## config.mk

```make
export PLATFORM = sky130hd
export DESIGN_NAME = prbs_point_gen
export DESIGN_NICKNAME = d
export VERILOG_FILES = /design/src/rtl/prbs_point_gen.sv
export SDC_FILE = /design/constraint.sdc
export NUM_CORES = 1
export LEC_CHECK = 0
export CAP_MARGIN = 20
export CORE_MARGIN = 2
export CORE_UTILIZATION = 60
export DETAILED_ROUTE_END_ITERATION = 12
export GPL_ROUTABILITY_DRIVEN = 1
export PLACE_DENSITY_LB_ADDON = 0.25
export RECOVER_POWER = 25
export SKIP_LAST_GASP = 1
export SYNTH_ARGS = -nofsm -noshare
export SYNTH_HDL_FRONTEND = slang
export SYNTH_SLANG_ARGS = --single-unit
```

## constraint.sdc

```tcl
create_clock -name clk -period 17.7 [get_ports clk]
set_input_delay 3.54 -clock clk [delete_from_list [all_inputs] [get_ports clk]]
set_output_delay 3.54 -clock clk [all_outputs]
set_load 0.05 [all_outputs]
```

## src/rtl/prbs_point_gen.sv

```systemverilog
// Pseudo-random (x,y) sample source: two 32-bit Galois LFSRs, a 2-entry output FIFO and a run controller.
// Optional PRBS_STATS_EN adds saturating accept/stall counters (acc_cnt, stall_cnt).
module prbs_point_gen #(
    parameter int          COORD_W = 16,
    parameter logic [31:0] SEED_A  = 32'hACE12468,
    parameter logic [31:0] SEED_B  = 32'h13579BDF
) (
    input  logic               clk,
    input  logic               rst,
    input  logic               start,
    input  logic               abort,
    input  logic [31:0]        num_samples,
    input  logic               seed_load,
    input  logic [31:0]        seed_a,
    input  logic [31:0]        seed_b,
    output logic               out_valid,
    input  logic               out_ready,
    output logic [COORD_W-1:0] out_x,
    output logic [COORD_W-1:0] out_y,
    output logic               busy,
`ifdef PRBS_STATS_EN
    output logic [31:0]        acc_cnt,
    output logic [31:0]        stall_cnt,
`endif
    output logic               done
);

    localparam logic [31:0] POLY = 32'h80200003;

    typedef enum logic [1:0] {
        S_IDLE,
        S_RUN,
        S_DRAIN,
        S_DONE
    } state_t;

    typedef struct packed {
        logic [COORD_W-1:0] x;
        logic [COORD_W-1:0] y;
    } pair_t;

    function automatic logic [31:0] lfsr_step(input logic [31:0] l);
        return (l >> 1) ^ (l[0] ? POLY : 32'h0);
    endfunction

    state_t      state_q;
    logic [31:0] gen_cnt_q;
    logic [31:0] num_q;
    logic        busy_q;
    logic        done_q;

    logic [31:0] lfsr_a_q, lfsr_a_d;
    logic [31:0] lfsr_b_q, lfsr_b_d;
    pair_t       head_q, head_d;
    pair_t       tail_q, tail_d;
    logic [1:0]  fifo_cnt_q, fifo_cnt_d;

    logic  ctrl_idle;
    logic  honour_start;
    logic  honour_seed;
    logic  honour_abort;
    logic  pop;
    logic  gen;
    logic  last_gen;
    pair_t din;

    assign ctrl_idle    = (state_q == S_IDLE) || (state_q == S_DONE);
    assign honour_start = ctrl_idle && start;
    assign honour_seed  = ctrl_idle && seed_load;
    assign honour_abort = !ctrl_idle && abort;
    assign pop          = (fifo_cnt_q != 2'd0) && out_ready;
    assign gen          = (state_q == S_RUN) && !abort && ((fifo_cnt_q != 2'd2) || pop);
    assign last_gen     = gen && (num_q != 32'd0) && (gen_cnt_q + 32'd1 == num_q);
    assign din          = '{x: lfsr_a_q[COORD_W-1:0], y: lfsr_b_q[COORD_W-1:0]};

    // NOTE: every always_comb output gets a hold value first so no path leaves it unassigned (no latch).
    always_comb begin
        lfsr_a_d   = lfsr_a_q;
        lfsr_b_d   = lfsr_b_q;
        head_d     = head_q;
        tail_d     = tail_q;
        fifo_cnt_d = fifo_cnt_q;

        if (honour_seed) begin
            lfsr_a_d = (seed_a == 32'd0) ? SEED_A : seed_a;
            lfsr_b_d = (seed_b == 32'd0) ? SEED_B : seed_b;
        end else if (gen) begin
            lfsr_a_d = lfsr_step(lfsr_a_q);
            lfsr_b_d = lfsr_step(lfsr_b_q);
        end

        // Shift-style FIFO: head drives the outputs directly and simply holds when emptied.
        if (honour_abort) begin
            fifo_cnt_d = 2'd0;
        end else begin
            case (fifo_cnt_q)
                2'd0: begin
                    if (gen) begin
                        head_d     = din;
                        fifo_cnt_d = 2'd1;
                    end
                end
                2'd1: begin
                    case ({gen, pop})
                        2'b11: head_d = din;
                        2'b10: begin
                            tail_d     = din;
                            fifo_cnt_d = 2'd2;
                        end
                        2'b01: fifo_cnt_d = 2'd0;
                        default: ;
                    endcase
                end
                default: begin
                    if (pop) begin
                        head_d = tail_q;
                        if (gen) tail_d = din;
                        else     fifo_cnt_d = 2'd1;
                    end
                end
            endcase
        end
    end

    // NOTE: sequential state uses non-blocking assignments so all registers update from pre-edge values.
    always_ff @(posedge clk or posedge rst) begin
        if (rst) begin
            lfsr_a_q   <= SEED_A;
            lfsr_b_q   <= SEED_B;
            head_q     <= '0;
            tail_q     <= '0;
            fifo_cnt_q <= 2'd0;
        end else begin
            lfsr_a_q   <= lfsr_a_d;
            lfsr_b_q   <= lfsr_b_d;
            head_q     <= head_d;
            tail_q     <= tail_d;
            fifo_cnt_q <= fifo_cnt_d;
        end
    end

    always_ff @(posedge clk or posedge rst) begin
        if (rst) begin
            state_q   <= S_IDLE;
            gen_cnt_q <= 32'd0;
            num_q     <= 32'd0;
            busy_q    <= 1'b0;
            done_q    <= 1'b0;
        end else begin
            case (state_q)
                S_IDLE, S_DONE: begin
                    if (start) begin
                        state_q   <= S_RUN;
                        gen_cnt_q <= 32'd0;
                        num_q     <= num_samples;
                        busy_q    <= 1'b1;
                        done_q    <= 1'b0;
                    end
                end
                S_RUN: begin
                    if (abort) begin
                        state_q <= S_IDLE;
                        busy_q  <= 1'b0;
                    end else begin
                        if (gen) gen_cnt_q <= gen_cnt_q + 32'd1;
                        if (last_gen) state_q <= S_DRAIN;
                    end
                end
                default: begin
                    if (abort) begin
                        state_q <= S_IDLE;
                        busy_q  <= 1'b0;
                    end else if (fifo_cnt_d == 2'd0) begin
                        state_q <= S_DONE;
                        busy_q  <= 1'b0;
                        done_q  <= 1'b1;
                    end
                end
            endcase
        end
    end

`ifdef PRBS_STATS_EN
    logic [31:0] acc_cnt_q;
    logic [31:0] stall_cnt_q;

    always_ff @(posedge clk or posedge rst) begin
        if (rst) begin
            acc_cnt_q   <= 32'd0;
            stall_cnt_q <= 32'd0;
        end else if (honour_start) begin
            acc_cnt_q   <= 32'd0;
            stall_cnt_q <= 32'd0;
        end else begin
            if (pop && (acc_cnt_q != 32'hFFFFFFFF))
                acc_cnt_q <= acc_cnt_q + 32'd1;
            if (out_valid && !out_ready && (stall_cnt_q != 32'hFFFFFFFF))
                stall_cnt_q <= stall_cnt_q + 32'd1;
        end
    end

    assign acc_cnt   = acc_cnt_q;
    assign stall_cnt = stall_cnt_q;
`endif

    assign out_valid = (fifo_cnt_q != 2'd0);
    assign out_x     = head_q.x;
    assign out_y     = head_q.y;
    assign busy      = busy_q;
    assign done      = done_q;

endmodule

```

==> results_dict.tcl, run 1 <==
# flow metrics
set metrics [dict create \
    maxSlewHeadroom_pct -259 \
    maxCapViolCount 1 \
    final_cell_mix "nand2_1, dfrtp_1, clkdlybuf4s50_1" \
    finalWorstSetupSlack_ps 9850 \
    cts_setup_buffers 0 \
    p_per_area_nw_per_um2 167 \
    violations "capacitance limit, slew limit" \
    drive_above_1_share_pct 13.7 \
    ys_top_cells_by_area "dfrtp_1, dfstp_2, mux2_2, nand2_1, mux2i_1" \
    antenna_found_initial 0 \
    logic_area_um2 4720 \
    power_mw 2.02 \
    dp_slack_ps 10280 \
    critical_path.max_stage_delay_ps 2990 \
    die_w_um 133 \
    port_buffers 136 \
    grt_start_max_net_pins 124 \
    synthArstFlopShare_pct 100 \
    dp_hpwl_um 16200 \
    area_growth_pct 20.9 \
    finalMaxSlewViolations 124 \
    clk_share_pct 5.00 \
    outcome "complete, but fails checks" \
    crit_path_end_kind "asynchronous set/reset pin" \
    ir_worst_vdd_mv 0.110 \
    worstPathRequired_ps 18140 \
    simple_gate_share_pct 17.3 \
    yosys_warnings 0 \
    comb_share_pct 38.9 \
    ctsHoldBuffers 0 \
    r2r_start "gen_cnt_q[0]" \
    nonClockInverterCount 13 \
    hold_path_depth 2 \
    power_frac_seq_pct 41.2 \
    fp_nets 1152 \
    die_h_um 133 \
    ys_cells 1046 \
    p_leak_nw 4.86 \
    worstHoldStart "out_y[9]" \
]
run_1/metal_density.png
Bar = 50 µm. The die is cut into 27 by 27 equal tiles; dark blue is low, red is high, scaled to the fullest tile. Values are wire area over tile area, all layers added.
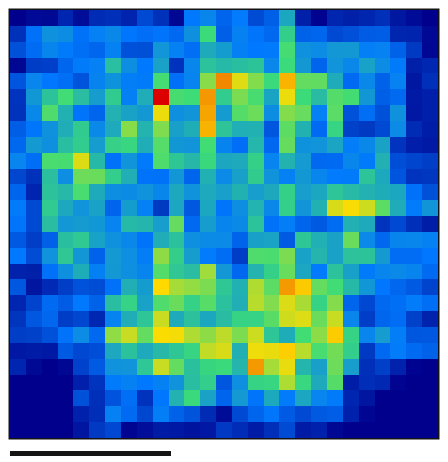
tiles over half the peak	15%
nearly empty tiles	6.7%
emptiest ninth of the die	lower left
fullest tile	0.74
mean over tiles	0.22
vias: 8364
Routed wire per std cell: 17.7 µm
WL final: 24400 µm

run_1/placement_by_type.png
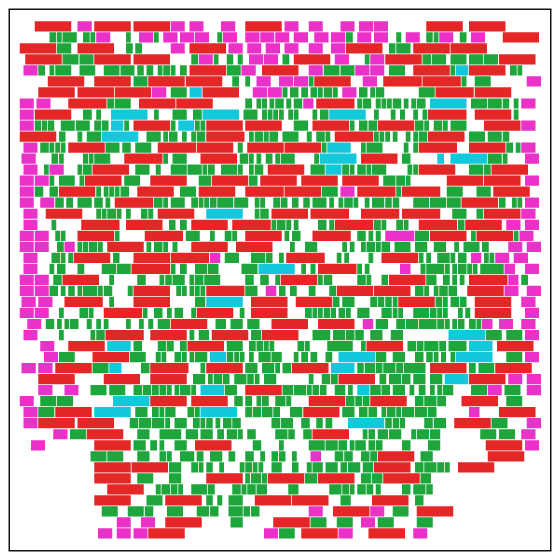
class	colour	cells	share of their area
remaining buffers and delay cells	magenta	149	12%
combinational and other logic	green	780	40%
clock drivers and dummy loads	cyan	32	5.1%
sequential cells	red	198	42%
final core occ: 73.6%
core box area: 16500 µm²
Final Cell Area: 12100 µm²
Seq/total area: 41.2%
row cnt: 47

run_1/congestion.png
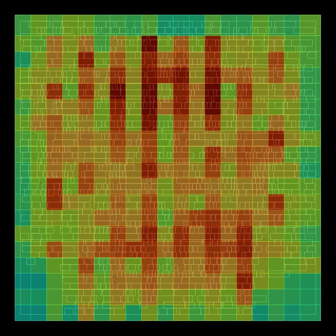
gr usage total: 28.4%
GRT met3 Usage: 5.37%
GR met1 Demand/Resource: 41.0%
GRT busiest layer: met2
met2 Usage GRT: 44.0%

run_1/wires.png
Bar = 50 µm.
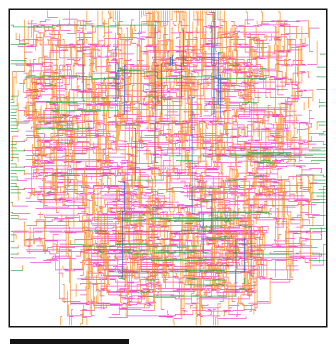
layer	colour	wire length
metal 1	magenta	11000 µm
metal 2	orange	11300 µm
metal 3	green	1660 µm
metal 4	blue	499 µm

run_1/flops_by_reg.png
Bar = 50 µm. Other sequential cells in the stronger grey, the rest of the logic in the fainter grey.
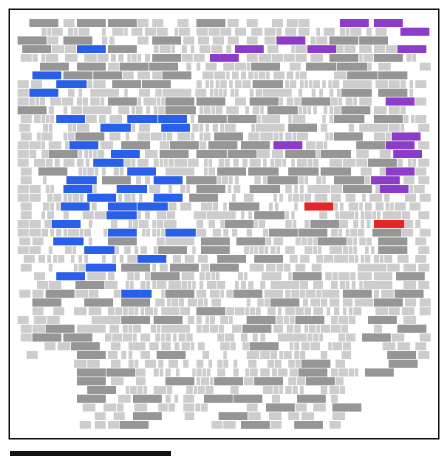

## Run 2: what changed since run 1
--- a/config.mk
+++ b/config.mk
@@ -7,7 +7,7 @@
 export LEC_CHECK = 0
 export CAP_MARGIN = 20
 export CORE_MARGIN = 2
-export CORE_UTILIZATION = 60
+export CORE_UTILIZATION = 50
 export DETAILED_ROUTE_END_ITERATION = 12
 export GPL_ROUTABILITY_DRIVEN = 1
 export PLACE_DENSITY_LB_ADDON = 0.25
==> constraint.sdc (replaced) <==
create_clock -name clk -period 7 [get_ports clk]
set_input_delay 1.4 -clock clk [delete_from_list [all_inputs] [get_ports clk]]
set_output_delay 1.4 -clock clk [all_outputs]
set_load 0.05 [all_outputs]
run_2/flops_by_reg.png
Bar = 50 µm. Other sequential cells in the stronger grey, the rest of the logic in the fainter grey.
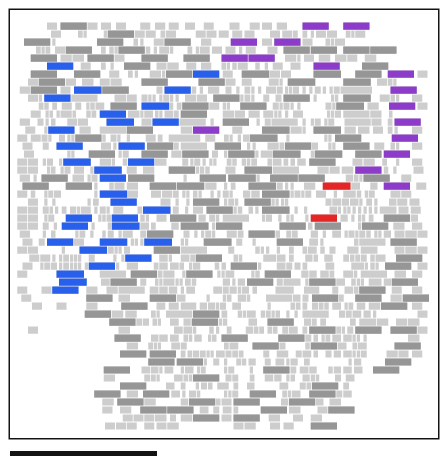
netlist name	colour	sequential cells
lfsr_a_q	blue	32
out_y	purple	16
fifo_cnt_q	red	2
register area: 5000 µm²
final core occ: 62.2%
Seq group: 2.09 mW
Seq/total area: 41.0%

run_2/placement_by_type.png
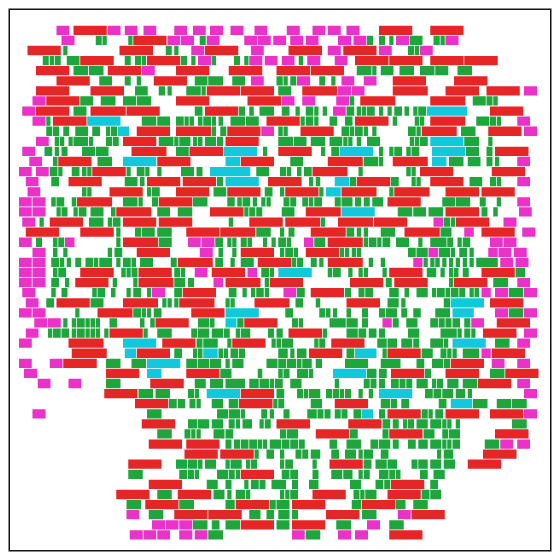
class	colour	cells	share of their area
sequential cells	red	198	42%
combinational and other logic	green	780	40%
remaining buffers and delay cells	magenta	148	12%
clock drivers and dummy loads	cyan	32	5.4%
row cnt: 51
Final Cell Area: 12200 µm²

run_2/metal_density.png
Bar = 50 µm. The die is cut into 29 by 29 equal tiles; dark blue is low, red is high, scaled to the fullest tile. Values are wire area over tile area, all layers added.
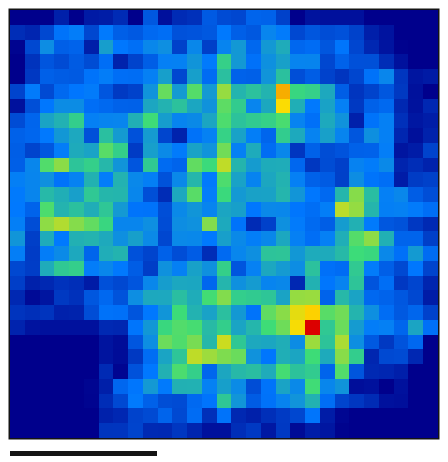
gr usage total: 23.5%
vias: 8116
Routed wire per std cell: 17.2 µm
WL final: 24500 µm

==> run 2 against run 1 <==
The flow still finishes with violations (capacitance limit, slew limit). Largest power group unchanged. Sequential power increased to 2.5 times the previous value. Synthesized area unchanged. Combinational power went up to 2.5 times the previous value. Power rose to 2.5 times the previous value. Setup slack got worse by 7100 ps. Via count fell by 3.0%. First-iteration DRC count fell by 21%. Critical endpoint is now tail_q[16].
==> results_dict.tcl, run 2 <==
# flow metrics
set metrics [dict create \
    p_leak_nw 4.87 \
    power_frac_seq_pct 40.7 \
    maxCapViolCount 1 \
    area_growth_pct 21.6 \
    clk_share_pct 5.23 \
    fp_nets 1152 \
    maxSlewHeadroom_pct -95.3 \
    synthArstFlopShare_pct 100 \
    r2r_start "gen_cnt_q[0]" \
    comb_share_pct 38.7 \
    final_cell_mix "nand2_1, dfrtp_1, clkdlybuf4s50_1" \
    power_mw 5.14 \
    ctsHoldBuffers 0 \
    nonClockInverterCount 13 \
    cts_setup_buffers 0 \
    worstPathRequired_ps 7490 \
    outcome "complete, but fails checks" \
    ir_worst_vdd_mv 0.223 \
    critical_path.max_stage_delay_ps 1840 \
    grt_use_met2_pct 36.1 \
    worstHoldStart "out_y[3]" \
    die_w_um 146 \
    grt_busiest_layer "met2" \
    finalMaxSlewViolations 141 \
    violations "capacitance limit, slew limit" \
    antenna_found_initial 0 \
    ys_cells 1046 \
    met3_usage_pct 6.24 \
    core_area_um2 19600 \
    drive_above_1_share_pct 13.6 \
    dp_slack_ps 2440 \
    logic_area_um2 4710 \
    grt_start_max_net_pins 141 \
    p_per_area_nw_per_um2 422 \
]
No activity file was given, so power comes from the tool's default toggle rates.
